File: config.mk
export PLATFORM = sky130hd
export DESIGN_NAME = adc_display_driver
export DESIGN_NICKNAME = d
export VERILOG_FILES = /design/src/rtl/display_pkg.sv /design/src/rtl/bin2bcd_seq.sv /design/src/rtl/adc_display_driver.sv
export SDC_FILE = /design/constraint.sdc
export NUM_CORES = 1
export LEC_CHECK = 0
export CORE_MARGIN = 1.5
export CORE_UTILIZATION = 30
export CTS_BUF_LIST = sky130_fd_sc_hd__clkbuf_2
export DETAILED_ROUTE_END_ITERATION = 10
export REMOVE_ABC_BUFFERS = 1
export SLEW_MARGIN = 20
export SYNTH_ARGS = -nofsm -noshare
export SYNTH_HDL_FRONTEND = slang
export SYNTH_SLANG_ARGS = --single-unit
File: constraint.sdc
create_clock -name clk -period 3.6 [get_ports clk]
set_input_delay 0.9 -clock clk [delete_from_list [all_inputs] [get_ports clk]]
set_output_delay 0.9 -clock clk [all_outputs]
set_load 0.05 [all_outputs]
File: src/rtl/display_pkg.sv
// -----------------------------------------------------------------------------
// display_pkg
// Shared types and helpers for the ADC seven-segment display driver:
//   - state_t       : conversion FSM states
//   - digit_code_t  : 5-bit digit code, 0..F plus DASH
//   - SEG_DASH      : active-low segment pattern for a dash
//   - glyph()       : digit code -> active-low segments {g,f,e,d,c,b,a}
// -----------------------------------------------------------------------------
package display_pkg;

  typedef enum logic [1:0] {
    IDLE  = 2'd0,
    LOAD  = 2'd1,
    SHIFT = 2'd2,
    DONE  = 2'd3
  } state_t;

  typedef logic [4:0] digit_code_t;

  localparam digit_code_t DASH     = 5'h10;
  localparam logic [6:0]  SEG_DASH = 7'b0111111;

  // Active-low hex glyphs; anything outside 0..F (including DASH) shows a dash.
  function automatic logic [6:0] glyph(input digit_code_t code);
    logic [6:0] segs;
    case (code)
      5'h00:   segs = 7'b1000000;
      5'h01:   segs = 7'b1111001;
      5'h02:   segs = 7'b0100100;
      5'h03:   segs = 7'b0110000;
      5'h04:   segs = 7'b0011001;
      5'h05:   segs = 7'b0010010;
      5'h06:   segs = 7'b0000010;
      5'h07:   segs = 7'b1111000;
      5'h08:   segs = 7'b0000000;
      5'h09:   segs = 7'b0010000;
      5'h0A:   segs = 7'b0001000;
      5'h0B:   segs = 7'b0000011;
      5'h0C:   segs = 7'b1000110;
      5'h0D:   segs = 7'b0100001;
      5'h0E:   segs = 7'b0000110;
      5'h0F:   segs = 7'b0001110;
      default: segs = SEG_DASH;
    endcase
    return segs;
  endfunction

endpackage

File: src/rtl/bin2bcd_seq.sv
// -----------------------------------------------------------------------------
// bin2bcd_seq
// Sequential double-dabble converter: 16-bit binary -> 5 BCD digits.
// One iteration per clock: add 3 to every BCD nibble >= 5, then shift
// {bcd, bin} left by one. Sixteen iterations follow a start pulse.
//   clk    in   1   system clock
//   reset  in   1   synchronous, active-high
//   start  in   1   one-cycle pulse; loads bin and clears the scratch
//   bin    in  16   value to convert, sampled on start
//   bcd    out 20   BCD result, valid after the cycle done is high
//   done   out  1   high during the final iteration cycle
// -----------------------------------------------------------------------------
module bin2bcd_seq
  import display_pkg::*;
(
  input  logic        clk,
  input  logic        reset,
  input  logic        start,
  input  logic [15:0] bin,
  output logic [19:0] bcd,
  output logic        done
);

  logic [15:0] bin_sh;
  logic [3:0]  iter_cnt;
  logic        active;

  function automatic logic [19:0] add3_all(input logic [19:0] v);
    logic [19:0] r;
    for (int i = 0; i < 5; i++) begin
      r[4*i +: 4] = (v[4*i +: 4] >= 4'd5) ? v[4*i +: 4] + 4'd3 : v[4*i +: 4];
    end
    return r;
  endfunction

  // NOTE: state registers use non-blocking assignments so every flop in the
  // block samples pre-edge values, independent of statement order.
  always_ff @(posedge clk) begin
    if (reset) begin
      bcd      <= '0;
      bin_sh   <= '0;
      iter_cnt <= '0;
      active   <= 1'b0;
    end else if (start) begin
      bcd      <= '0;
      bin_sh   <= bin;
      iter_cnt <= '0;
      active   <= 1'b1;
    end else if (active) begin
      {bcd, bin_sh} <= {add3_all(bcd), bin_sh} << 1;
      iter_cnt      <= iter_cnt + 4'd1;
      if (iter_cnt == 4'd15) active <= 1'b0;
    end
  end

  // Asserted alongside the last iteration, so the parent can leave SHIFT
  // on the same edge that produces the final BCD value.
  assign done = active && (iter_cnt == 4'd15);

endmodule

File: src/rtl/adc_display_driver.sv
// -----------------------------------------------------------------------------
// adc_display_driver
// Shows a 16-bit sample on a common-anode 4-digit seven-segment display,
// either as decimal (double-dabble BCD, dashes above 9999) or as hex.
// A one-deep pending register keeps the newest sample that arrives while a
// conversion is in flight.
//   clk          in   1   system clock
//   reset        in   1   synchronous, active-high
//   value_in     in  16   sample to display
//   value_valid  in   1   one-cycle strobe, samples value_in and hex_mode
//   hex_mode     in   1   1 = hex, 0 = decimal
//   dp_en        in   1   lights the leftmost digit's decimal point (live)
//   an           out  4   digit enables, active-low, an[0] = rightmost
//   seg          out  7   segments, active-low, {g,f,e,d,c,b,a}
//   dp           out  1   decimal point, active-low
//   busy         out  1   conversion FSM not IDLE
// -----------------------------------------------------------------------------
module adc_display_driver
  import display_pkg::*;
#(
  parameter int REFRESH_DIV = 100_000
) (
  input  logic        clk,
  input  logic        reset,
  input  logic [15:0] value_in,
  input  logic        value_valid,
  input  logic        hex_mode,
  input  logic        dp_en,
  output logic [3:0]  an,
  output logic [6:0]  seg,
  output logic        dp,
  output logic        busy
);

  localparam int CNT_W = (REFRESH_DIV > 1) ? $clog2(REFRESH_DIV) : 1;

  state_t      state, state_next;
  logic [15:0] cur_value;
  logic        cur_hex;
  logic [15:0] pend_value;
  logic        pend_hex;
  logic        pend_flag;
  digit_code_t digits [4];

  logic        bcd_start;
  logic        bcd_done;
  logic [19:0] bcd;

  logic [CNT_W-1:0] refresh_cnt;
  logic [1:0]       idx;

  // ---------------------------------------------------------------------------
  // Conversion FSM
  // ---------------------------------------------------------------------------
  always_ff @(posedge clk) begin
    if (reset) state <= IDLE;
    else       state <= state_next;
  end

  // NOTE: every output of this block gets a default first, so no path
  // leaves a signal unassigned and no latch is inferred.
  always_comb begin
    state_next = state;
    bcd_start  = 1'b0;
    case (state)
      IDLE:  if (value_valid || pend_flag) state_next = LOAD;
      LOAD: begin
        if (cur_hex) begin
          state_next = DONE;
        end else begin
          state_next = SHIFT;
          bcd_start  = 1'b1;
        end
      end
      SHIFT: if (bcd_done) state_next = DONE;
      DONE:  state_next = IDLE;
      default: state_next = IDLE;
    endcase
  end

  assign busy = (state != IDLE);

  // ---------------------------------------------------------------------------
  // Capture and pending buffer. A fresh strobe in IDLE beats a stale pending
  // value; strobes during a conversion overwrite the single pending slot.
  // ---------------------------------------------------------------------------
  always_ff @(posedge clk) begin
    if (reset) begin
      cur_value  <= '0;
      cur_hex    <= 1'b0;
      pend_value <= '0;
      pend_hex   <= 1'b0;
      pend_flag  <= 1'b0;
    end else if (state == IDLE) begin
      if (value_valid) begin
        cur_value <= value_in;
        cur_hex   <= hex_mode;
        pend_flag <= 1'b0;
      end else if (pend_flag) begin
        cur_value <= pend_value;
        cur_hex   <= pend_hex;
        pend_flag <= 1'b0;
      end
    end else if (value_valid) begin
      pend_value <= value_in;
      pend_hex   <= hex_mode;
      pend_flag  <= 1'b1;
    end
  end

  bin2bcd_seq u_bin2bcd (
    .clk   (clk),
    .reset (reset),
    .start (bcd_start),
    .bin   (cur_value),
    .bcd   (bcd),
    .done  (bcd_done)
  );

  // ---------------------------------------------------------------------------
  // Digit registers, all four written together in DONE.
  // ---------------------------------------------------------------------------
  // NOTE: this small register array is reset explicitly because the display
  // must read "0000" after reset; large storage arrays would normally not be.
  always_ff @(posedge clk) begin
    if (reset) begin
      for (int i = 0; i < 4; i++) digits[i] <= '0;
    end else if (state == DONE) begin
      for (int i = 0; i < 4; i++) begin
        if (cur_hex)                 digits[i] <= {1'b0, cur_value[4*i +: 4]};
        else if (bcd[19:16] != 4'd0) digits[i] <= DASH;
        else                         digits[i] <= {1'b0, bcd[4*i +: 4]};
      end
    end
  end

  // ---------------------------------------------------------------------------
  // Refresh scan, free-running and independent of the FSM. Outputs are
  // registered from the current idx, so they trail idx by one cycle.
  // ---------------------------------------------------------------------------
  always_ff @(posedge clk) begin
    if (reset) begin
      refresh_cnt <= '0;
      idx         <= 2'd0;
      an          <= 4'b1110;
      seg         <= glyph(5'h00);
      dp          <= 1'b1;
    end else begin
      if (refresh_cnt == CNT_W'(REFRESH_DIV - 1)) begin
        refresh_cnt <= '0;
        idx         <= idx + 2'd1;
      end else begin
        refresh_cnt <= refresh_cnt + 1'b1;
      end
      an  <= ~(4'b0001 << idx);
      seg <= glyph(digits[idx]);
      dp  <= ~(dp_en && (idx == 2'd3));
    end
  end

endmodule

cell_density.png
Scale bar: 50 µm. 14 x 14 tiles, from black (low) to pale yellow (high), 0 to 100% covered.
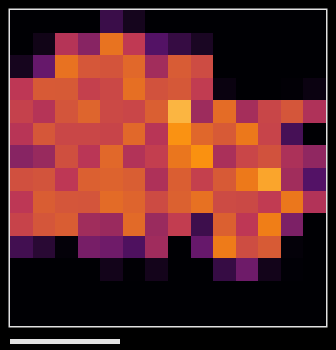
emptiest ninth of the die: upper right
densest ninth of the die: center
nearly empty tiles: 35%
tiles over 75% full: 2.0%
mean over tiles: 32%
fullest tile: 84%

power_grid.png
Scale bar: 50 µm. Pins as bars on the die edge.
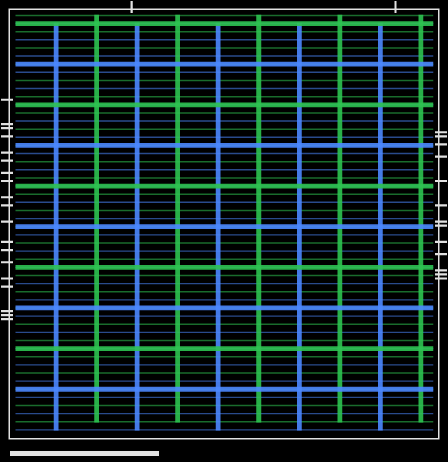
legend:
  green:
    net: VDD
  blue:
    net: VSS
met1 rails: 52
signal pins: 34

io_fan.png
Scale bar: 50 µm.
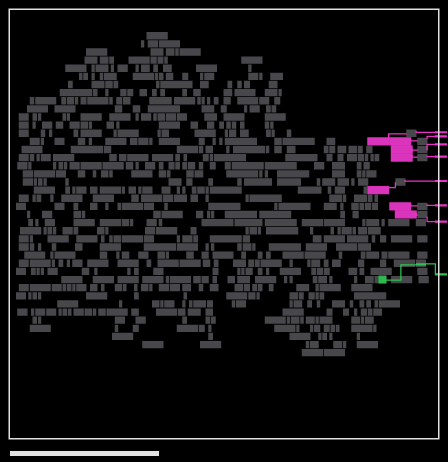
legend:
  magenta:
    port: seg
    bits: 7
    direction: output
    edge: right
    end_cells: 7
    wire: 63.9 µm
  green:
    port: dp_en
    bits: 1
    direction: input
    edge: right
    end_cells: 1
    wire: 30.1 µm

placement_by_type.png
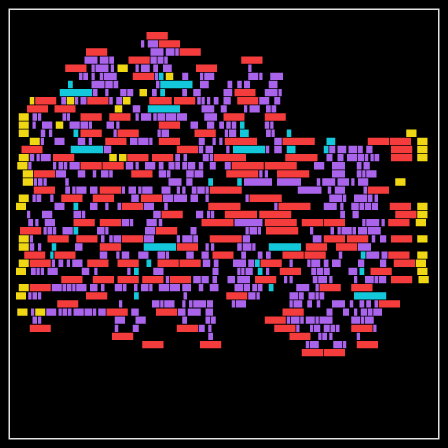
legend:
  purple:
    class: combinational and other logic
    cells: 461
  yellow:
    class: other buffers and delay cells
    cells: 41
  cyan:
    class: clock drivers and dummy loads
    cells: 32
  red:
    class: flops
    cells: 129

congestion.png
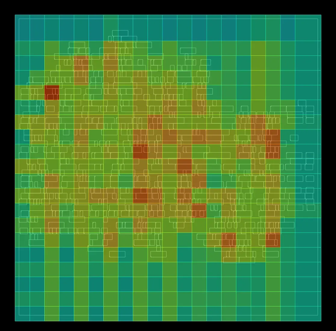
grt met2 use: 16.27%
Total GRT Usage: 11.54%
GR peak layer: met1
final core utilization: 35.07%
GR Util met1: 16.42%

==> ci_impl_report.md <==
### Metrics collected by this job

| Metric | Value |
|---|---|
| Routed length on met3 | `495 µm` |
| Status | `finished, final reports clean` |
| Layout fillers | `~2000` |
| Area delta synth->final | `15.26%` |
| CORE AREA | `~19000 µm²` |
| Post-place setup slack | `between 1000 and 1500 ps` |
| Row cnt | `approximately 50` |
| Post-synth top cells | `dfxtp_1, nor2_1, nand2_1` |
| EDFF count, synth | `18` |
| Net switching power | `1.373 mW` |
| H-tree depth | `4` |
| # IOs | `34` |
| Worst-Skew Late Latency | `670 ps` |
| Initial drt markers | `just over 300` |
| Cell Area, Synth | `5902 µm²` |
| Clock Path Buffers | `2` |
| Top FF cell, synth | `dfxtp_1` |
| Final Hold Vio Count | `0` |
| Largest net degree at the start of global routing | `51` |
| Number of cells in Yosys stat | `around 630` |
| Comb pwr share | `25.3%` |
| Full die area | `~21000 µm²` |
| Post-synth cell types | `41` |
| Multi-input combinational area share | `42.23%` |
| Hold depth | `2` |
| Logic inverters | `21` |
| Largest class | `logic gates` |
| Most used logic cell in the final layout | `dfxtp_1` |
| Crit-path slowest cell | `clkdlybuf4s50_1` |
| Max-slew headroom | `30.25%` |
| Max reg flops | `20` |
| Main area contributors | `dfxtp_1, edfxtp_1, mux2i_1, nor2_1, ha_1` |
| HP Class | `register to register` |
| R2R Path End | `seg[3]` |
| Share of cells above drive strength 1 | `7.541%` |
| Logic area | `~2900 µm²` |
| Placer Congestion | `0.7599` |
| Clock buffers | `17` |
| Min-delay src | `pend_value[11]` |
| Port Buffers | `33` |
| Non-Filler Instances | `~930` |
| CP peak stage delay | `830 ps` |
| Post-DP HPWL | `~7300 µm` |
| Crit path cell chain | `inv_1 -> ha_1 -> inv_1 -> clkdlybuf4s50_1` |
| Top Consumer | `sequential cells` |
| Mux share | `9.794%` |
| Signal buffers | `41` |
| Combinational power | `1.07 mW` |
| Met2 WL | `~4600 µm` |
| Worst Reg-to-Reg Cells | `7` |
| P_int | `2.852 mW` |
| Clock Skew | `between 20 and 30 ps` |
| Metal-1 WL | `5679 µm` |
| Clock power share | `30.3%` |
| Chip area in the Yosys report | `a little under 6000 µm²` |
| P per Cell Area | `621.0 nW/µm²` |
| Post-route ant nets | `0` |
| Post-Synthesis Cells | `~630` |
| Worst Setup SP | `state[0]` |
| Placed instance area | `6432 µm²` |
| OpenROAD warning count | `41` |
| Fin area | `a little under 7000 µm²` |
| Synth Area per Inst | `9.383 µm²` |
| Critical path's top delay family | `buffers and inverters` |
| Total congestion overflow | `0` |
| Seq_cells | `129` |
| Post-synth top area cell | `dfxtp_1` |
| CTS tree | `built` |
| Detailed-route via count | `4159` |
| Synth Register Bits | `129` |
| Max-cap viol count | `0` |
| Hold buffers post-CTS | `0` |
| Crit-path most repeated cell | `inv_1` |
| ANT cells | `0` |
| Seq group | `about 1.9 mW` |
| Worst-path clk slew | `180 ps` |
| Critical setup path kind | `register to primary output` |
| Clock-cell share of area | `~5.4%` |
| Pins over their slew limit | `0` |
| Sink of the worst hold path | `pend_value[11]` |
| Pleak | `2.446 nW` |
| XOR-XNOR Cells, Area Fraction | `4.155%` |
| Setup TNS | `0 ps` |
| Worst Slack Setup Final | `285.0 ps` |
| Worst R2R Setup Slack | `1390 ps` |
| Tcrit/Tclk final | `92.08%` |
| Sequential cell area share | `40.63%` |
| CP Launch Type | `register` |
| Die Y | `143.3 µm` |
| Simple-gate share of the synthesized area | `16.30%` |
| Highest metal used | `met4` |
| Met3 usage | `roughly 3.6%` |
| Final min period | `between 3000 and 4000 ps` |
| Share of async-settable or async-resettable flops after synthesis | `0%` |
| Worst hold margin | `around 470 ps` |
| Clock sinks | `129` |
| Dominant combinational family | `simple AND/OR/NAND/NOR gates` |
| Cell count along the critical path | `4` |
| Post-CTS Setup Inserts | `0` |
| Req. time, crit path | `2700 ps` |
| Dpl cells | `896` |
| Drt total wl | `10800 µm` |
| Total CTS buffers | `17` |
| P_clk | `1.28 mW` |
| Area leader share | `around 38%` |
| Initial antenna violation count | `0` |
| Sw Share | `32.49%` |
Power figures rest on the tool's default switching activity, not on a simulated workload.
